**config.mk**
```make
export PLATFORM = sky130hd
export DESIGN_NAME = serial_diff_controller
export DESIGN_NICKNAME = d
export VERILOG_FILES = /design/src/rtl/serial_diff_controller.sv
export SDC_FILE = /design/constraint.sdc
export NUM_CORES = 1
export LEC_CHECK = 0
export CORE_ASPECT_RATIO = 1.2
export CORE_MARGIN = 2
export CORE_UTILIZATION = 39
export CTS_CLUSTER_SIZE = 30
export DETAILED_ROUTE_END_ITERATION = 8
export GPL_TIMING_DRIVEN = 0
export MAX_ROUTING_LAYER = met4
export PLACE_DENSITY_LB_ADDON = 0.3
export SYNTH_ARGS = -nofsm -noshare
export SYNTH_HDL_FRONTEND = slang
export SYNTH_SLANG_ARGS = --single-unit
```
**constraint.sdc**
```tcl
create_clock -name i_clk -period 2.83 [get_ports i_clk]
set_input_delay 0.283 -clock i_clk [delete_from_list [all_inputs] [get_ports i_clk]]
set_output_delay 0.283 -clock i_clk [all_outputs]
set_load 0.02 [all_outputs]
```
**src/rtl/serial_diff_controller.sv**
```systemverilog
// Bit-serial a - b sequencer built around a single full-difference cell.
// Consumes one operand bit per clock, LSB first, keeping the borrow in a flop.

module sd_half_diff (
  input  logic i_x,
  input  logic i_y,
  output logic o_d,
  output logic o_bo
);
  assign o_d  = i_x ^ i_y;
  assign o_bo = ~i_x & i_y;
endmodule

module sd_full_diff (
  input  logic i_x,
  input  logic i_y,
  input  logic i_bi,
  output logic o_d,
  output logic o_bo
);
  logic w_d1, w_b1, w_b2;

  sd_half_diff u_h1 (.i_x(i_x),  .i_y(i_y),  .o_d(w_d1), .o_bo(w_b1));
  sd_half_diff u_h2 (.i_x(w_d1), .i_y(i_bi), .o_d(o_d),  .o_bo(w_b2));

  assign o_bo = w_b1 | w_b2;
endmodule

// state  | meaning
// S_IDLE | waiting for start, ready=1
// S_RUN  | one bit per clock through the shared cell, busy=1
// S_DONE | result registers just updated, done=1 for one cycle
module serial_diff_controller #(
  parameter int WIDTH = 4
) (
  input  logic             i_clk,
  input  logic             i_rst_n,
  input  logic             i_start,
  input  logic             i_abort,
  input  logic [WIDTH-1:0] i_a,
  input  logic [WIDTH-1:0] i_b,
  output logic             o_ready,
  output logic             o_busy,
  output logic             o_done,
  output logic [WIDTH-1:0] o_diff,
  output logic             o_borrow_out,
  output logic             o_zero
);
  localparam int CW = (WIDTH > 2) ? $clog2(WIDTH) : 1;
  localparam logic [CW-1:0] LAST = CW'(WIDTH - 1);

  typedef enum logic [1:0] {
    S_IDLE = 2'd0,
    S_RUN  = 2'd1,
    S_DONE = 2'd2
  } state_t;

  state_t r_state, w_next;

  logic [WIDTH-1:0] r_sa, r_sb, r_sr, r_diff;
  logic [CW-1:0]    r_cnt;
  logic             r_v, r_borrow_out, r_zero;

  logic             w_d, w_v_next;
  logic             w_accept, w_step, w_last;
  logic [WIDTH-1:0] w_result;

  sd_full_diff u_cell (
    .i_x (r_sa[0]),
    .i_y (r_sb[0]),
    .i_bi(r_v),
    .o_d (w_d),
    .o_bo(w_v_next)
  );

  assign w_accept = (r_state == S_IDLE) & i_start;
  // abort takes priority over the final bit, so a cancelled op never commits
  assign w_step   = (r_state == S_RUN) & ~i_abort;
  assign w_last   = w_step & (r_cnt == LAST);
  assign w_result = {w_d, r_sr[WIDTH-1:1]};

  always_ff @(posedge i_clk or negedge i_rst_n) begin
    if (!i_rst_n) r_state <= S_IDLE;
    else          r_state <= w_next;
  end

  always_comb begin
    w_next = r_state;
    case (r_state)
      S_IDLE: if (i_start) w_next = S_RUN;
      S_RUN: begin
        if (i_abort)             w_next = S_IDLE;
        else if (r_cnt == LAST)  w_next = S_DONE;
      end
      S_DONE:  w_next = S_IDLE;
      default: w_next = S_IDLE;
    endcase
  end

  always_comb begin
    o_ready = 1'b0;
    o_busy  = 1'b0;
    o_done  = 1'b0;
    case (r_state)
      S_IDLE:  o_ready = 1'b1;
      S_RUN:   o_busy  = 1'b1;
      S_DONE:  o_done  = 1'b1;
      default: o_ready = 1'b0;
    endcase
  end

  always_ff @(posedge i_clk or negedge i_rst_n) begin
    if (!i_rst_n) begin
      r_sa  <= '0;
      r_sb  <= '0;
      r_sr  <= '0;
      r_v   <= 1'b0;
      r_cnt <= '0;
    end else if (w_accept) begin
      r_sa  <= i_a;
      r_sb  <= i_b;
      r_v   <= 1'b0;
      r_cnt <= '0;
    end else if (w_step) begin
      r_sa  <= {1'b0, r_sa[WIDTH-1:1]};
      r_sb  <= {1'b0, r_sb[WIDTH-1:1]};
      r_sr  <= w_result;
      r_v   <= w_v_next;
      r_cnt <= r_cnt + 1'b1;
    end
  end

  always_ff @(posedge i_clk or negedge i_rst_n) begin
    if (!i_rst_n) begin
      r_diff       <= '0;
      r_borrow_out <= 1'b0;
      r_zero       <= 1'b0;
    end else if (w_last) begin
      r_diff       <= w_result;
      r_borrow_out <= w_v_next;
      r_zero       <= (w_result == '0);
    end
  end

  assign o_diff       = r_diff;
  assign o_borrow_out = r_borrow_out;
  assign o_zero       = r_zero;

endmodule

```
### Gate families picked out, run 1

(4 px per micron)
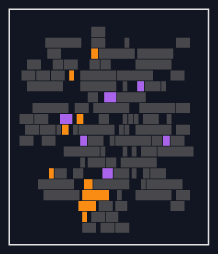
Key: nor cells = orange [cells 9]; aoi and oai cells = purple [cells 6, most used o21ai_0, where center]
Cell Count, Final, Fillers Out: 134
top logic cell by instance count in the layout: dfrtp_1
Comb area share: 30.1%

### The clock network, run 1

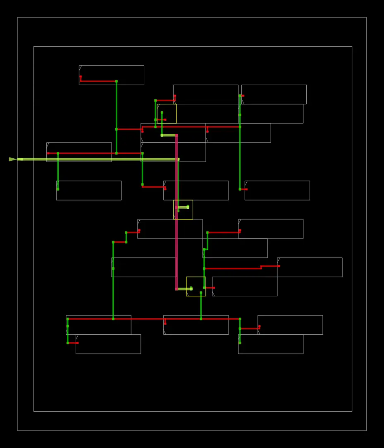
Worst-Skew Late Latency: 0.30 ns
Layout Skew: 0.000973 ns
seq_cells: 22

### Routed clock nets over the placement, run 1

(4 px per micron)
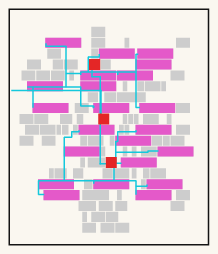
Key: clock-net drivers = red [count 3]; flip-flops = magenta [count 22]; clock wires = cyan [length 227 microns]
There are 4 routed clock nets.

==> impl_metrics.tcl, run 1 <==
# implementation run metrics
set metrics [dict create \
    status "completed" \
    rows 19 \
    holdCritPathClass "register to register" \
    cp.required_ns 2.55 \
    final_nets 119 \
    synth.area.top_cells "dfrtp_1 (57%), a22o_2 (5.2%), nand2_1 (5.1%), mux2_2 (4.7%), a21o_1 (2.3%)" \
    hold_start "r_sb[2]" \
    use_met1_pct 15.4 \
    finalCritPeriodShare_pct 66.0 \
    io_buffers 20 \
    final_cell_mix "dfrtp_1 (22), clkdlybuf4s50_1 (20), nand2_1 (13)" \
    async_flop_share_pct 100 \
    cts_root_buf "clkbuf_4" \
    end_kind "output port" \
    worstReg2RegStart "r_sb[0]" \
    start_kind "register" \
    fin_util_pct 52.7 \
    busiest_layer "met2" \
    setup_viol 0 \
    fp_nets 94 \
    track_usage_pct 13.6 \
    cts_tree "built" \
    flop_cell "dfrtp_1" \
    path_max_fanout 7 \
    yosysWarnings 0 \
    placed_area_sq_um 1200 \
    pin_count 21 \
    detail-route-antenna-nets 0 \
    die_area_sq_um 2890 \
    worst_pin_slew_ns 0.950 \
    finalCriticalPeriod_ns 1.87 \
    vias_per_cell 5.03 \
    grt_pass1_vias 663 \
    numSynthFlops 22 \
    clock_sinks 22 \
    maxCapViolCount 0 \
    core_sq_um 2330 \
    ys_sh_adder_pct 3.37 \
    avgSynthCellArea_sq_um 12.1 \
    ctsResizeCount 0 \
    tns_ns 0 \
    ir_drop_mv 0.429 \
    cts_buffers 3 \
    antenna_cells 0 \
    grt_max_degree 23 \
    cp_data_arrival_time_ns 1.58 \
    dp.cells 131 \
    post_cts_buffers 0 \
    p_comb_share_pct 38.2 \
    firstDrtPassIters 2 \
    tool_warnings 26 \
    die_h_microns 58.5 \
    yosys_area_sq_um 966 \
    ys_sh_xor_pct 0.907 \
    htreeDepth 1 \
]
-- run 1: area by class of cell --
class | count | area, sq um
Fill cell | 231 | 1100
Sequential cell | 22 | 551
Multi-Input combinational cell | 49 | 369
Timing Repair Buffer | 20 | 200
Tap cell | 31 | 38.8
Buffer | 4 | 27.5
Clock buffer | 3 | 22.5
Inverter | 5 | 18.8
-- run 1: synth_stat cells (2+ instances only) --
library cell	count
nor2_1	3
nand2_1	13
o21ai_0	2
a22o_2	5
inv_1	5
mux2_2	4
dfrtp_1	22
nor3_1	3
a21o_1	3
-- run 1: path summary, 6_finish.rpt --
kind / to / slack (ns) / cells past startpoint
worst min-delay path: r_sb[2] / 0.49 / 1
worst min register to register: r_sb[2] / 0.49 / 1
worst max register to register: o_zero / 1.22 / 4
min in group asynchronous: r_state[1] / 0.50 / 1
max in group asynchronous: r_state[0] / 1.76 / 1
worst max-delay path: o_done / 0.96 / 2
-- run 1: layer usage --
layer	vias to the layer above	wire length [microns]
li1	325	-
met3	3	73
met1	328	722
met4	0	21
met2	18	790
met5	-	0
-- run 1: critical path: stages, from the launching register on --
cell and delay, ns:
dfrtp_1 0.51, and2b_2 0.18, clkdlybuf4s50_1 0.59
-- run 1: through the flow --
stage          setup slack, ns  total power (uW)  hold slack [ns]
6_report                 0.963              1020            0.490
5_1_grt                  0.880              1110            0.521
4_1_cts                  0.947              1040            0.500
3_5_place_dp              1.05               903            0.474
3_3_place_gp              1.04               888            0.461
2_1_floorplan             1.32               752          -0.0126
-- run 1: power by group through the flow --
stage          clock network, uW  logic, uW  registers, uW
2_1_floorplan                  0        231            521
3_3_place_gp                   0        389            499
3_5_place_dp                   0        398            505
4_1_cts                      142        400            497
5_1_grt                      156        436            513
6_report                     137        391            496
### Metal layers overlaid, run 1

(8 px per micron)
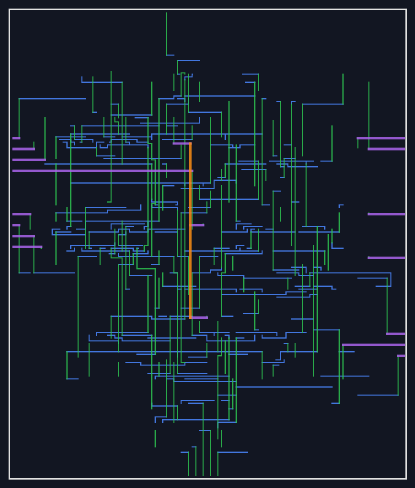

--- run 2 (diff from run 1) ---
==> constraint.sdc (replaced) <==
create_clock -name i_clk -period 1.65 [get_ports i_clk]
set_input_delay 0.165 -clock i_clk [delete_from_list [all_inputs] [get_ports i_clk]]
set_output_delay 0.165 -clock i_clk [all_outputs]
set_load 0.02 [all_outputs]
### Metal layers overlaid, run 2

(8 px per micron)
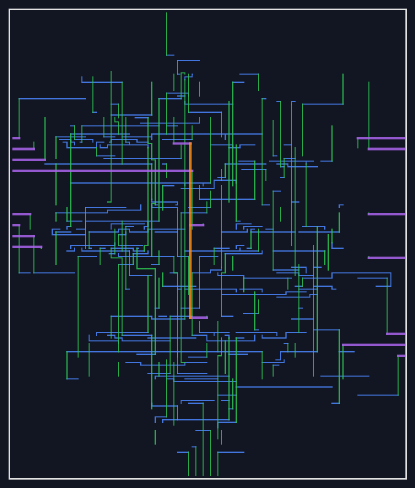
Key: M2 = green [wire length 791 microns]; M1 = blue [wire length 720 microns]; M4 = orange [wire length 21.8 microns]; M3 = purple [wire length 73.1 microns]
GRT Total Usage: 13.6%
WL/cell: 12.0 microns
via count: 674
drt total wl: 1610 microns

==> run 2 against run 1 <==
Against the previous run: critical endpoint is now o_zero; global-route usage up 0.057 points; non-clock buffer count is the same; count of clock-buffer cells in the layout is the same; critical path type is now register to register; sequential share of layout area rose by 0.25 points; critical path depth is 2 higher; wire length down 0.12%; sequential power increased by 72%; clock skew about the same; total power up 71%.
==> impl_metrics.tcl, run 2 <==
# implementation run metrics
set metrics [dict create \
    pin_count 21 \
    finalCriticalPeriod_ns 1.57 \
    worst_path_max_delay_cell "fa_1" \
    finalNonFillerCells 134 \
    seq-power_uw 855 \
    die_area_sq_um 2890 \
    firstDrtPassIters 2 \
    regToRegSetupSlack_ns 0.08 \
    timing.hold.ws_ns 0.383 \
    wl_met3_microns 73 \
    status "completed" \
    flop_cell "dfrtp_1" \
    tool_warnings 27 \
    reg2reg_to "o_zero" \
    skew_ns 0.00136 \
    grt_max_degree 23 \
    worstReg2RegStart "r_sb[0]" \
    critical_path.cell_chain "inv_2, fa_1, or4_1, o21ai_1" \
    vias_per_cell 5.03 \
    yosysWarnings 0 \
    worst_pin_slew_ns 0.953 \
    comb_power_uw 664 \
    final-seq-area_sq_um 553 \
    yosys_area_sq_um 966 \
    rows 19 \
    setup_viol 0 \
    synth.area.top_cells "dfrtp_1 (57%), a22o_2 (5.2%), nand2_1 (5.1%), mux2_2 (4.7%), a21o_1 (2.3%)" \
    crit_family "adder cells" \
    core_sq_um 2330 \
    use_met1_pct 15.4 \
    cpPeakStageDelay_ns 0.51 \
    power_leader "registers" \
    cts_buffers 3 \
    top_layer "met4" \
    avgSynthCellArea_sq_um 12.1 \
    common_cells "dfrtp_1 (22), nand2_1 (13), a22o_2 (5), inv_1 (5), mux2_2 (4)" \
    numSynthFlops 22 \
    async_flop_share_pct 100 \
    ir_drop_mv 0.736 \
    end_kind "register" \
    wl_met2_microns 790 \
    p_comb_share_pct 37.9 \
    final_cell_mix "dfrtp_1 (20), clkdlybuf4s50_1 (17), nand2_1 (13)" \
    grt_pass1_vias 663 \
    htreeDepth 1 \
    post_cts_buffers 0 \
    finalCritPeriodShare_pct 95.4 \
    cts_root_buf "clkbuf_4" \
    path_max_fanout 3 \
    clock_sinks 22 \
    pg_clk_uw 234 \
    cp.required_ns 1.88 \
    final_nets 119 \
    dp.cells 131 \
    fp_nets 94 \
    antenna_cells 0 \
    maxCapViolCount 0 \
    pre_cts_ws_ns -0.0119 \
    mostFrequentLayoutCell "dfrtp_1" \
    critPathBufInv 1 \
    placed_area_sq_um 1200 \
    insertion_delay_ns 0.30 \
    die_h_microns 58.5 \
    busiest_layer "met2" \
    clkPwrFrac_pct 13.4 \
    r2r_cells 4 \
    yosysMostFrequentCell "dfrtp_1" \
    logic_area_sq_um 369 \
    io_buffers 20 \
    nFillCells 234 \
]
## run 2: cell counts after synthesis
No cell type changed its count.
## run 2: repair_timing
action / in CTS / in global routing
endpoints found under the setup margin: 3 / 1
gates resized: 5 / 2
pin swaps: 0 / 0
## run 2: how the worst max path moves through the flow
stage          startpoint      end  slack, ns  cells after the start
2_1_floorplan     r_sa[0]   o_zero       0.14                      3
3_3_place_gp      i_start  r_sb[0]      -0.02                      5
3_5_place_dp      i_start  r_sb[0]      -0.01                      5
4_1_cts           r_sb[0]   o_zero       0.01                      4
5_1_grt           r_sb[0]   o_zero      -0.01                      4
6_report          r_sb[0]   o_zero       0.08                      4
## run 2: worst reg2reg max path: stages, from the launching register on
cell	delay, ns
dfrtp_1	0.35
inv_2	0.05
fa_1	0.51
or4_1	0.47
o21ai_1	0.13
## run 2: stage by stage
| step | util (%) | setup TNS (ns) | power (uW) |
|---|---|---|---|
| floorplan | - | 0 | 1290 |
| global placement | 51.7 | -0.0178 | 1520 |
| detailed placement | 51.7 | -0.0119 | 1550 |
| CTS | 52.6 | 0 | 1770 |
| global route | 52.6 | -0.0115 | 1890 |
| finish | 52.6 | 0 | 1750 |
## run 2: layout make-up
cell class	instances	share of cell area [%]
multi-input cells	49	30.1
plain buffers	4	2.24
well taps	31	3.16
flip-flops and latches	22	45.1
inverters	5	1.53
repair buffers	20	16.0
clock buffers	3	1.84
## run 2: cell families after synthesis
group | after synthesis | share of synthesized area (%)
DFF | 22 | 57.0
xor gates and xnor gates | 1 | 0.907
and+or+nand+nor | 26 | 15.4
muxes | 4 | 4.66
AOI/OAI and AO/OA | 16 | 13.9
buffers and inverters | 9 | 4.79
adders and majority gates | 2 | 3.37
Power and IR drop assume default switching activity.
